--- src/rtl/forward_grant_scheduler.sv ---
// Round-robin forwarding grant scheduler: one granted requester per transmit slot.
// Optional watchdog abort of a stuck BUSY phase is built when FWD_SCHED_TIMEOUT_EN is defined.
module forward_grant_scheduler #(
    parameter int          P_PORT_NUM = 4,
    parameter logic [31:0] P_TIMEOUT  = 32'd100000
) (
    input  logic                  i_clk,
    input  logic                  i_rst_n,
    input  logic                  i_slot_start,
    input  logic [31:0]           i_slot_byte,
    input  logic [P_PORT_NUM-1:0] i_forward_req,
    input  logic [P_PORT_NUM-1:0] i_forward_finish,
    output logic [P_PORT_NUM-1:0] o_forward_resp,
    output logic [31:0]           o_forward_byte,
    output logic [P_PORT_NUM-1:0] o_forward_byte_valid,
    output logic [2:0]            o_grant_id,
    output logic                  o_busy,
    output logic                  o_slot_done,
    output logic                  o_slot_overrun,
    output logic                  o_timeout
);
    typedef enum logic [1:0] {S_IDLE, S_ARB, S_GRANT, S_BUSY} state_t;

    localparam logic [2:0] LAST_PORT = 3'(P_PORT_NUM - 1);
    localparam logic [3:0] PORT_CNT  = 4'(P_PORT_NUM);

    state_t                state_q, state_d;
    logic [31:0]           budget_q, budget_d;
    logic [31:0]           fwd_byte_q, fwd_byte_d;
    logic [2:0]            winner_q, winner_d;
    logic [2:0]            rr_ptr_q, rr_ptr_d;
    logic                  seen_low_q, seen_low_d;
    logic                  done_q, done_d;
    logic                  overrun_q, overrun_d;
    logic [P_PORT_NUM-1:0] req_rot;
    logic [3:0]            rr_sum;
    logic [2:0]            rr_pick;
    logic                  rr_found;
    logic [2:0]            rr_next;
    logic                  fin_w;
    logic                  complete;
    logic                  wdog_hit;
    logic [P_PORT_NUM-1:0] grant_vec;

    // Rotate requests so bit 0 is the rr_ptr port; the lowest set bit is the winner.
    always_comb begin
        req_rot  = P_PORT_NUM'({i_forward_req, i_forward_req} >> rr_ptr_q);
        rr_found = 1'b0;
        rr_sum   = '0;
        for (int i = P_PORT_NUM - 1; i >= 0; i--) begin
            if (req_rot[i]) begin
                rr_found = 1'b1;
                rr_sum   = {1'b0, rr_ptr_q} + 4'(i);
            end
        end
        if (rr_sum >= PORT_CNT) begin
            rr_sum = rr_sum - PORT_CNT;
        end
        rr_pick = rr_sum[2:0];
    end

    always_comb begin
        fin_w     = 1'b0;
        grant_vec = '0;
        for (int i = 0; i < P_PORT_NUM; i++) begin
            if (winner_q == 3'(i)) begin
                fin_w        = i_forward_finish[i];
                grant_vec[i] = (state_q == S_GRANT);
            end
        end
    end

    assign rr_next  = (winner_q == LAST_PORT) ? 3'd0 : winner_q + 3'd1;
    assign complete = (state_q == S_BUSY) && fin_w && seen_low_q;

    always_comb begin
        state_d    = state_q;
        budget_d   = budget_q;
        fwd_byte_d = fwd_byte_q;
        winner_d   = winner_q;
        rr_ptr_d   = rr_ptr_q;
        seen_low_d = seen_low_q;
        done_d     = 1'b0;
        overrun_d  = i_slot_start && (state_q != S_IDLE);
        case (state_q)
            S_IDLE: begin
                if (i_slot_start && (i_slot_byte != 32'd0)) begin
                    budget_d = i_slot_byte;
                    state_d  = S_ARB;
                end
            end
            S_ARB: begin
                if (rr_found) begin
                    winner_d   = rr_pick;
                    fwd_byte_d = budget_q;
                    state_d    = S_GRANT;
                end
            end
            S_GRANT: begin
                seen_low_d = 1'b0;
                state_d    = S_BUSY;
            end
            S_BUSY: begin
                if (!fin_w) begin
                    seen_low_d = 1'b1;
                end
                if (complete) begin
                    done_d     = 1'b1;
                    rr_ptr_d   = rr_next;
                    seen_low_d = 1'b0;
                    state_d    = S_IDLE;
                end else if (wdog_hit) begin
                    rr_ptr_d   = rr_next;
                    seen_low_d = 1'b0;
                    state_d    = S_IDLE;
                end
            end
            default: state_d = S_IDLE;
        endcase
    end

    always_ff @(posedge i_clk or negedge i_rst_n) begin
        if (!i_rst_n) begin
            state_q    <= S_IDLE;
            budget_q   <= '0;
            fwd_byte_q <= '0;
            winner_q   <= '0;
            rr_ptr_q   <= '0;
            seen_low_q <= 1'b0;
            done_q     <= 1'b0;
            overrun_q  <= 1'b0;
        end else begin
            state_q    <= state_d;
            budget_q   <= budget_d;
            fwd_byte_q <= fwd_byte_d;
            winner_q   <= winner_d;
            rr_ptr_q   <= rr_ptr_d;
            seen_low_q <= seen_low_d;
            done_q     <= done_d;
            overrun_q  <= overrun_d;
        end
    end

`ifdef FWD_SCHED_TIMEOUT_EN
    logic [31:0] wdog_q;
    logic        timeout_q;

    // Completion wins over a watchdog hit landing in the same cycle.
    assign wdog_hit = (state_q == S_BUSY) && !complete && ((wdog_q + 32'd1) == P_TIMEOUT);

    always_ff @(posedge i_clk or negedge i_rst_n) begin
        if (!i_rst_n) begin
            wdog_q    <= '0;
            timeout_q <= 1'b0;
        end else begin
            timeout_q <= wdog_hit;
            if ((state_q == S_ARB) && (state_d == S_GRANT)) begin
                wdog_q <= '0;
            end else if (state_q == S_BUSY) begin
                wdog_q <= wdog_q + 32'd1;
            end
        end
    end

    assign o_timeout = timeout_q;
`else
    logic [31:0] unused_timeout;
    assign unused_timeout = P_TIMEOUT;
    assign wdog_hit       = 1'b0;
    assign o_timeout      = 1'b0;
`endif

    assign o_forward_resp       = grant_vec;
    assign o_forward_byte_valid = grant_vec;
    assign o_forward_byte       = fwd_byte_q;
    assign o_grant_id           = winner_q;
    assign o_busy               = (state_q == S_GRANT) || (state_q == S_BUSY);
    assign o_slot_done          = done_q;
    assign o_slot_overrun       = overrun_q;
endmodule

--- config.mk ---
export PLATFORM = sky130hd
export DESIGN_NAME = forward_grant_scheduler
export DESIGN_NICKNAME = d
export VERILOG_FILES = /design/src/rtl/forward_grant_scheduler.sv
export SDC_FILE = /design/constraint.sdc
export NUM_CORES = 1
export LEC_CHECK = 0
export CAP_MARGIN = 20
export CORE_MARGIN = 4
export CORE_UTILIZATION = 49
export CTS_CLUSTER_DIAMETER = 80
export DETAILED_ROUTE_END_ITERATION = 8
export GPL_TIMING_DRIVEN = 0
export HOLD_SLACK_MARGIN = 0.02
export PLACE_DENSITY = 0.85
export SYNTH_ARGS = -nofsm -noshare
export SYNTH_HDL_FRONTEND = slang
export SYNTH_SLANG_ARGS = --single-unit
--- constraint.sdc ---
create_clock -name i_clk -period 2.3 [get_ports i_clk]
set_input_delay 0.46 -clock i_clk [delete_from_list [all_inputs] [get_ports i_clk]]
set_output_delay 0.46 -clock i_clk [all_outputs]
set_load 0.01 [all_outputs]
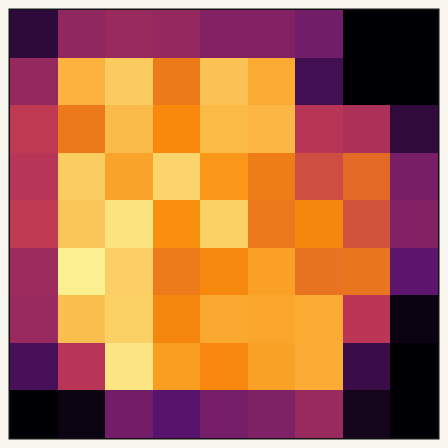
**Above:** run 1 (placement density heat map).
The die is cut into 9 by 9 equal tiles; black is low, pale yellow is high, 0 to 100% covered.
mean over tiles = 54%
fullest tile = 97%
emptiest ninth of the die = top right
tiles over 75% full = 33%
nearly empty tiles = 8.6%

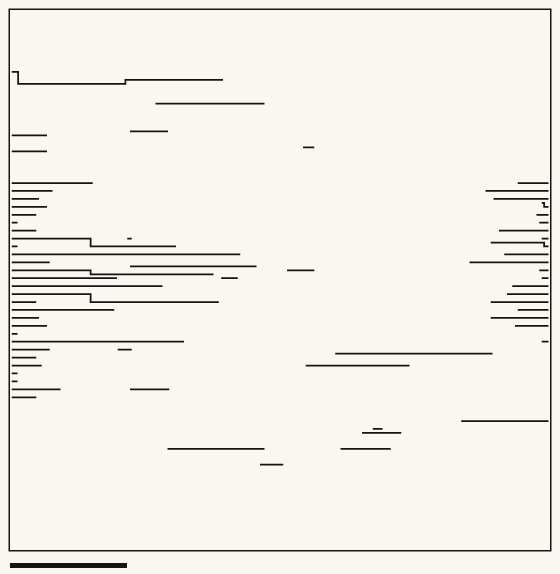
**Above:** run 1 (metal 3).
Scale bar: 20 um.
share of all routed wire = 8.3%
main direction = horizontal
longest straight run = 38.9 um
nets with wire on the layer = 60

==> run notes, run 1 <==
Notes from the flow run.

Outcome:
- The run finished with clean final reports.

Logic synthesis:
- The run puts the number of storage elements in the synthesis netlist at 75.
- Per the synth stats, the flop cell with the highest instance count is dfrtp_1.
- In the Yosys stats the netlist draws on 47 distinct library cells.
- By area the synthesized netlist is led by dfrtp_1 54%, mux2_2 21%, ha_1 4.3%, buf_4 1.9%, mux2i_1 1.7%.
- Yosys mapped a number of flops with a built-in enable equal to 0.
- The number of nets handed over by synthesis was 316.
- The run gives the post-synthesis async set-or-reset flop share as 100%.
- Per the post-synthesis report, the number of cells in the design is 261.
- The run puts the cell area after technology mapping at 3500 sq um.
- The run gives the synthesized area per cell as 13.4 sq um.

Placed design:
- The congestion estimate from routability-driven global placement came to 0.843.
- The run gives the standard cell area after detailed placement as 4500 sq um.
- After legalization and detailed placement, the total HPWL measured 5670 um.

Floorplan:
- The run gives the overall die area as 8570 sq um.
- The run puts the height of the chip at 92.6 um.
- The run gives the core utilization at floorplan as 51.0%.

Cells and area:
- At the end of the flow, the number of nets in the layout was 418.
- The run puts the antenna cell count at 0.

GRT:
- The run puts the wire length of the first global-routing pass at 12800 um.
- The run gives the pin count of the biggest net entering global routing as 76.

Power and ir drop:
- The highest supply drop recorded on VDD is 0.732 mV.
- The run gives the total chip power as 6.23 mW.

Worst hold path:
- The run gives the worst hold-check path type as in2async.

Timing:
- The run gives the remaining max-slew budget at the tightest pin as 38.9%.
- The run gives the setup TNS as 0 ns.

Route:
- The run puts the number of DRC violations after detailed-routing iteration 0 at 81.
- The detail route stage leaves a number of antenna-violating nets equal to 0.
- The run puts the DRC violation count after routing at 0.

Worst setup path:
- For reference, the most critical setup path is categorized as in2reg.
- STA classifies the critical path endpoint as a flop.

Job:
- The tool warning count for the run is 34.
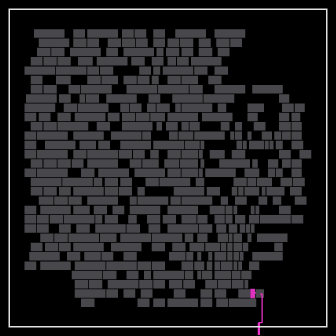
**Above:** run 1 (port wiring).
magenta -> o_timeout  # bits 1, direction output, edge bottom, end cells 1, buffers 1, wire 10.9 um

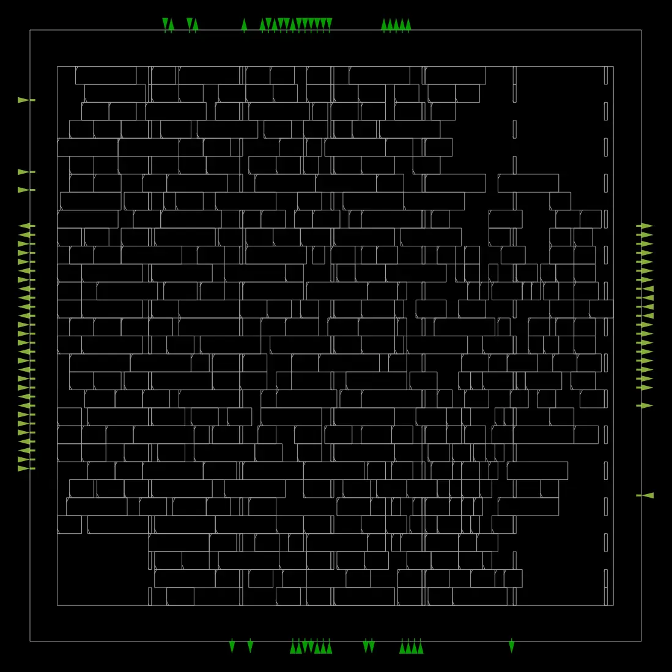
**Above:** run 1 (placed standard cells).
floorplan row count: 30
count of flip-flops and latches: 75

==> run 1: through the flow <==
step	utilization, %	hold slack (ns)	std cells
after floorplan	-	0.164	261
after detailed placement	65.5	0.486	445
after global routing	68.9	0.316	464
final	68.9	0.233	464
after global placement	65.6	0.471	445
after CTS	68.2	0.276	462
==> run 1: placed cells by master (no fill, tap or decap), types with 8 or more instances in the layout <==
master           Yosys  layout
buf_4                9      13
clkbuf_8             0      10
clkdlybuf4s50_1      0      78
dfrtp_1             75      75
dlygate4sd2_1        0       8
ha_1                12      11
inv_1               12      12
mux2_2              65      65
==> run 1: report_power, final <==
part           switching, mW  internal (mW)
clock                  0.483          0.418
sequential             0.347           1.98
combinational           1.24           1.77
==> run 1: worst paths after layout <==
path / depth (start not counted) / to / slack (ns) / from
worst max register to register: 6 / state_q[1] / 0.15 / o_grant_id[0]
max in group asynchronous: 1 / state_q[0] / 1.46 / i_rst_n
worst min-delay path: 1 / o_grant_id[0] / 0.23 / i_rst_n
worst min register to register: 1 / budget_q[23] / 0.50 / budget_q[23]
min in group i_clk: 1 / budget_q[23] / 0.50 / budget_q[23]
worst max-delay path: 6 / budget_q[11] / 0.08 / i_slot_byte[27]
==> run 1: state kept, by name, summed over array words and instances (netlist names) <==
register        cells
budget_q           32
o_forward_byte     32
o_grant_id          3
o_slot_done         1
o_slot_overrun      1
rr_ptr_q            3
seen_low_q          1
state_q             2
==> run 1: critical path: stages <==
cell and delay, ns:
clkdlybuf4s50_1 0.44, nor4_1 0.37, nand4_1 0.21, o211ai_2 0.30, clkbuf_4 0.30, mux2_2 0.36
==> run 1: per-layer routing <==
| layer | global-route usage (%) | share of wire, % |
|---|---|---|
| met1 | 22.5 | 40 |
| met2 | 32.7 | 50 |
| met3 | 6.90 | 8.3 |
| met5 | 0 | 0 |
| met4 | 6.44 | 1.4 |
==> run 1: layout make-up <==
| class | count | area (sq um) |
|---|---|---|
| Buffer | 15 | 118 |
| Clock buffer | 10 | 138 |
| Clock inverter | 6 | 41.3 |
| Fill cell | 502 | 2130 |
| Inverter | 13 | 48.8 |
| Multi-Input combinational cell | 158 | 1500 |
| Sequential cell | 75 | 1880 |
| Tap cell | 96 | 120 |
| Timing Repair Buffer | 91 | 891 |
==> run 1: kinds of logic (layout without fill, tap and decap cells) <==
family                     count (synthesis)  in the layout  synth area share, %
and+or+nand+nor                           39             39                 6.50
DFF                                       75             75                 53.6
xor gates and xnor gates                   2              2                0.500
adders and majority gates                 12             12                 4.29
other                                      1              1                0.107
AOI/OAI and AO/OA                         30             30                 6.61
muxes                                     74             74                 23.9
buffers and inverters                     28            135                 4.54
==> run 1: timing repair <==
item / in CTS / in global routing
resized: 12 / 8
buffers inserted: 1 / 2
setup endpoints to repair: 9 / 34
pin swaps: 0 / 1
gates cloned: 0 / 0
==> run 1 -> run 2 <==
--- a/config.mk
+++ b/config.mk
@@ -7,12 +7,11 @@
 export LEC_CHECK = 0
 export CAP_MARGIN = 20
 export CORE_MARGIN = 4
-export CORE_UTILIZATION = 49
-export CTS_CLUSTER_DIAMETER = 80
+export CORE_UTILIZATION = 44
 export DETAILED_ROUTE_END_ITERATION = 8
 export GPL_TIMING_DRIVEN = 0
 export HOLD_SLACK_MARGIN = 0.02
-export PLACE_DENSITY = 0.85
+export PLACE_DENSITY = 0.81
 export SYNTH_ARGS = -nofsm -noshare
 export SYNTH_HDL_FRONTEND = slang
 export SYNTH_SLANG_ARGS = --single-unit
==> constraint.sdc (replaced) <==
create_clock -name i_clk -period 1.8 [get_ports i_clk]
set_input_delay 0.36 -clock i_clk [delete_from_list [all_inputs] [get_ports i_clk]]
set_output_delay 0.36 -clock i_clk [all_outputs]
set_load 0.01 [all_outputs]
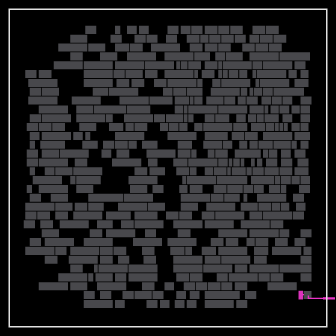
**Above:** run 2 (port wiring).
magenta -> o_timeout  # bits 1, direction output, edge right, end cells 1, buffers 1, wire 6.60 um

==> run notes, run 2 <==
Notes from the flow run.

Outcome:
- The run finished, with violations left.
- The checks that failed: setup timing.

Worst hold path:
- The run gives the count of cells along the worst hold path as 2.
- Checking hold timing, the worst path is listed with class in2reg.
- The launch point of the worst min-delay path is recorded as i_slot_byte[10].
- STA shows the worst min-delay path finishing at budget_q[10].

Timing:
- The run puts the number of endpoints failing setup at the final stage at 22.
- Once routing completed, OpenROAD measured the worst setup slack at -0.253 ns.

Floorplan:
- The core utilization at floorplan was 45.3% (-5.7 points).
- The run gives the height of the chip as 97.2 um (+5.1%).
- The overall die area was 9450 sq um (+10%).
- The placement row count was 32 (+6.7%).

Cells and area:
- The run gives the layout overhead on the synthesized area as 61.0%.
- The library cell used most frequently in the layout, excluding fill and tap cells, is dfrtp_1.
- The most common logic cells in the final layout are 73 x dfrtp_1, 47 x mux2_2, 40 x clkdlybuf4s50_1.
- The core occupancy in the finished layout came to 73.0% (+4.1 points).
- The run puts the layout net count at 458 (+9.6%).

Power and ir drop:
- The run gives the total chip power as 9.92 mW (+59%).
- The run gives the power per cell area as 1760 nW/um^2.
- The run gives the worst supply voltage drop on vdd as 0.855 mV (+17%).

Logic synthesis:
- The run puts the count of flip-flops with a built-in enable after synthesis at 0 (unchanged).
- The number of storage elements in the synthesis netlist was 75 (unchanged).
- The post-synthesis cell count came to 261 (unchanged).
- The cell area after technology mapping is 3500 sq um (unchanged).
- The run puts the post-synthesis async set-or-reset flop share at 100% (unchanged).
- Summing the sequential cell areas from Yosys gives 53.6% of the chip area.
- Post-synth the commonest register cell is dfrtp_1.
- The run gives the tally of unique sky130hd cells used after synthesis as 47 (unchanged).
- The synthesis report lists the most area-consuming cells as dfrtp_1 54%, mux2_2 21%, ha_1 4.3%, buf_4 1.9%, mux2i_1 1.7%.
- The synthesized area per cell was 13.4 sq um (unchanged).

Worst setup path:
- The run gives the kind of critical path as reg2reg.
- The peak per-stage delay on the critical path came to 0.46 ns (+0.02 ns).
- The run gives the endpoint of the most critical register-to-register path as state_q[1].
- STA classifies the critical path endpoint as a flop.
- In this run the critical register-to-register path is launched from o_grant_id[1].
- The run gives the flop-to-flop setup slack as -0.25 ns (-0.40 ns).
- The critical path goes through buf_4 -> ha_4 -> inv_2 -> o2bb2ai_1 -> o41a_1 -> a211oi_2 -> mux2_4.
- The run gives the cell with the largest stage delay on the worst path as o41a_1.

Route:
- The number of DRC violations after detailed-routing iteration 0 was 89 (+9.9%).
- The run puts the DRC violation count after routing at 0 (unchanged).
- The run puts the final antenna-violating net count at 0 (unchanged).

GRT:
- The wire length of the first global-routing pass is 13600 um (+5.9%).
- The pin count of the biggest net entering global routing was 69 (-9.2%).

Job:
- The run puts the number of warnings in the stage logs at 37 (+8.8%).

Placed design:
- The run gives the detailed-placement wirelength estimate as 5540 um (-2.2%).
- The run puts the placer's final routability congestion estimate at 0.819 (-2.8%).
## run 2: cell counts after synthesis
No cell type changed its count.
## run 2: final cells by class
type,instances,area (sq um)
Multi-Input combinational cell,158,1810
Clock inverter,5,78.8
Antenna cell,1,2.50
Sequential cell,75,1880
Timing Repair Buffer,131,1350
Buffer,15,211
Tap cell,102,128
Fill cell,500,2090
Clock buffer,10,128
Inverter,13,58.8
## run 2: power by group
group | internal, mW | switching (mW)
registers | 2.53 | 0.482
clock network | 0.771 | 0.602
logic | 3.45 | 2.08
total | 6.75 | 3.17
## run 2: critical path: cells and delay by family (launching register included)
family	cells	cell delay, ns
AOI/OAI and AO/OA	3	0.79
DFF	1	0.40
muxes	1	0.33
buffers and inverters	2	0.23
adders and majority gates	1	0.17
## run 2: logic make-up after synthesis
kind of cell             Yosys count  synth area share (%)
flip-flops                        75                  53.6
AND-OR/OR-AND                     30                  6.61
multiplexers                      74                  23.9
XOR/XNOR                           2                 0.500
AND/OR/NAND/NOR                   39                  6.50
adder cells (fa/ha/maj)           12                  4.29
other                              1                 0.107
buffers and inverters             28                  4.54
## run 2: how the worst max path moves through the flow
| stage | start | to | slack [ns] | depth (start not counted) |
|---|---|---|---|---|
| finish | o_grant_id[1] | state_q[1] | -0.25 | 7 |
| global route | o_grant_id[1] | state_q[1] | -0.32 | 7 |
| global placement | i_rst_n | o_grant_id[0] | -2.45 | 1 |
| CTS | o_grant_id[0] | state_q[1] | -0.26 | 7 |
| detailed placement | i_slot_byte[6] | budget_q[16] | -0.81 | 6 |
| floorplan | o_grant_id[1] | state_q[1] | -0.18 | 7 |
## run 2: per-layer routing
layer | part of all wire, % | up-vias | wire [um] | track usage [%]
li1 | - | 1222 | - | -
met1 | 42 | 1377 | 3940 | 21.1
met2 | 51 | 83 | 4760 | 31.2
met3 | 5.3 | 14 | 492 | 4.31
met4 | 1.4 | 0 | 134 | 6.82
met5 | 0 | - | 0 | 0
## run 2: what timing repair did
item | 4_1_cts | 5_1_grt
resized | 120 | 96
buffers inserted | 16 | 19
endpoints found under the setup margin | 74 | 74
cloned | 1 | 6
pin swaps | 19 | 18
hold endpoints to repair | 7 | 0
hold buffers | 1 | 0
## run 2: per-stage QoR
stage / hold slack, ns / area (sq um) / setup slack [ns] / std cells / TNS, ns
after floorplan: 0.0644 / 3530 / -0.178 / 261 / -0.178
after global placement: 0.471 / 4540 / -2.45 / 451 / -208.41
after detailed placement: 0.199 / 4560 / -0.812 / 452 / -46.94
after CTS: 0.368 / 5070 / -0.257 / 485 / -1.10
after global routing: 0.300 / 5640 / -0.322 / 510 / -3.37
final: 0.299 / 5640 / -0.253 / 510 / -1.43
No activity file was given, so power comes from the tool's default toggle rates.
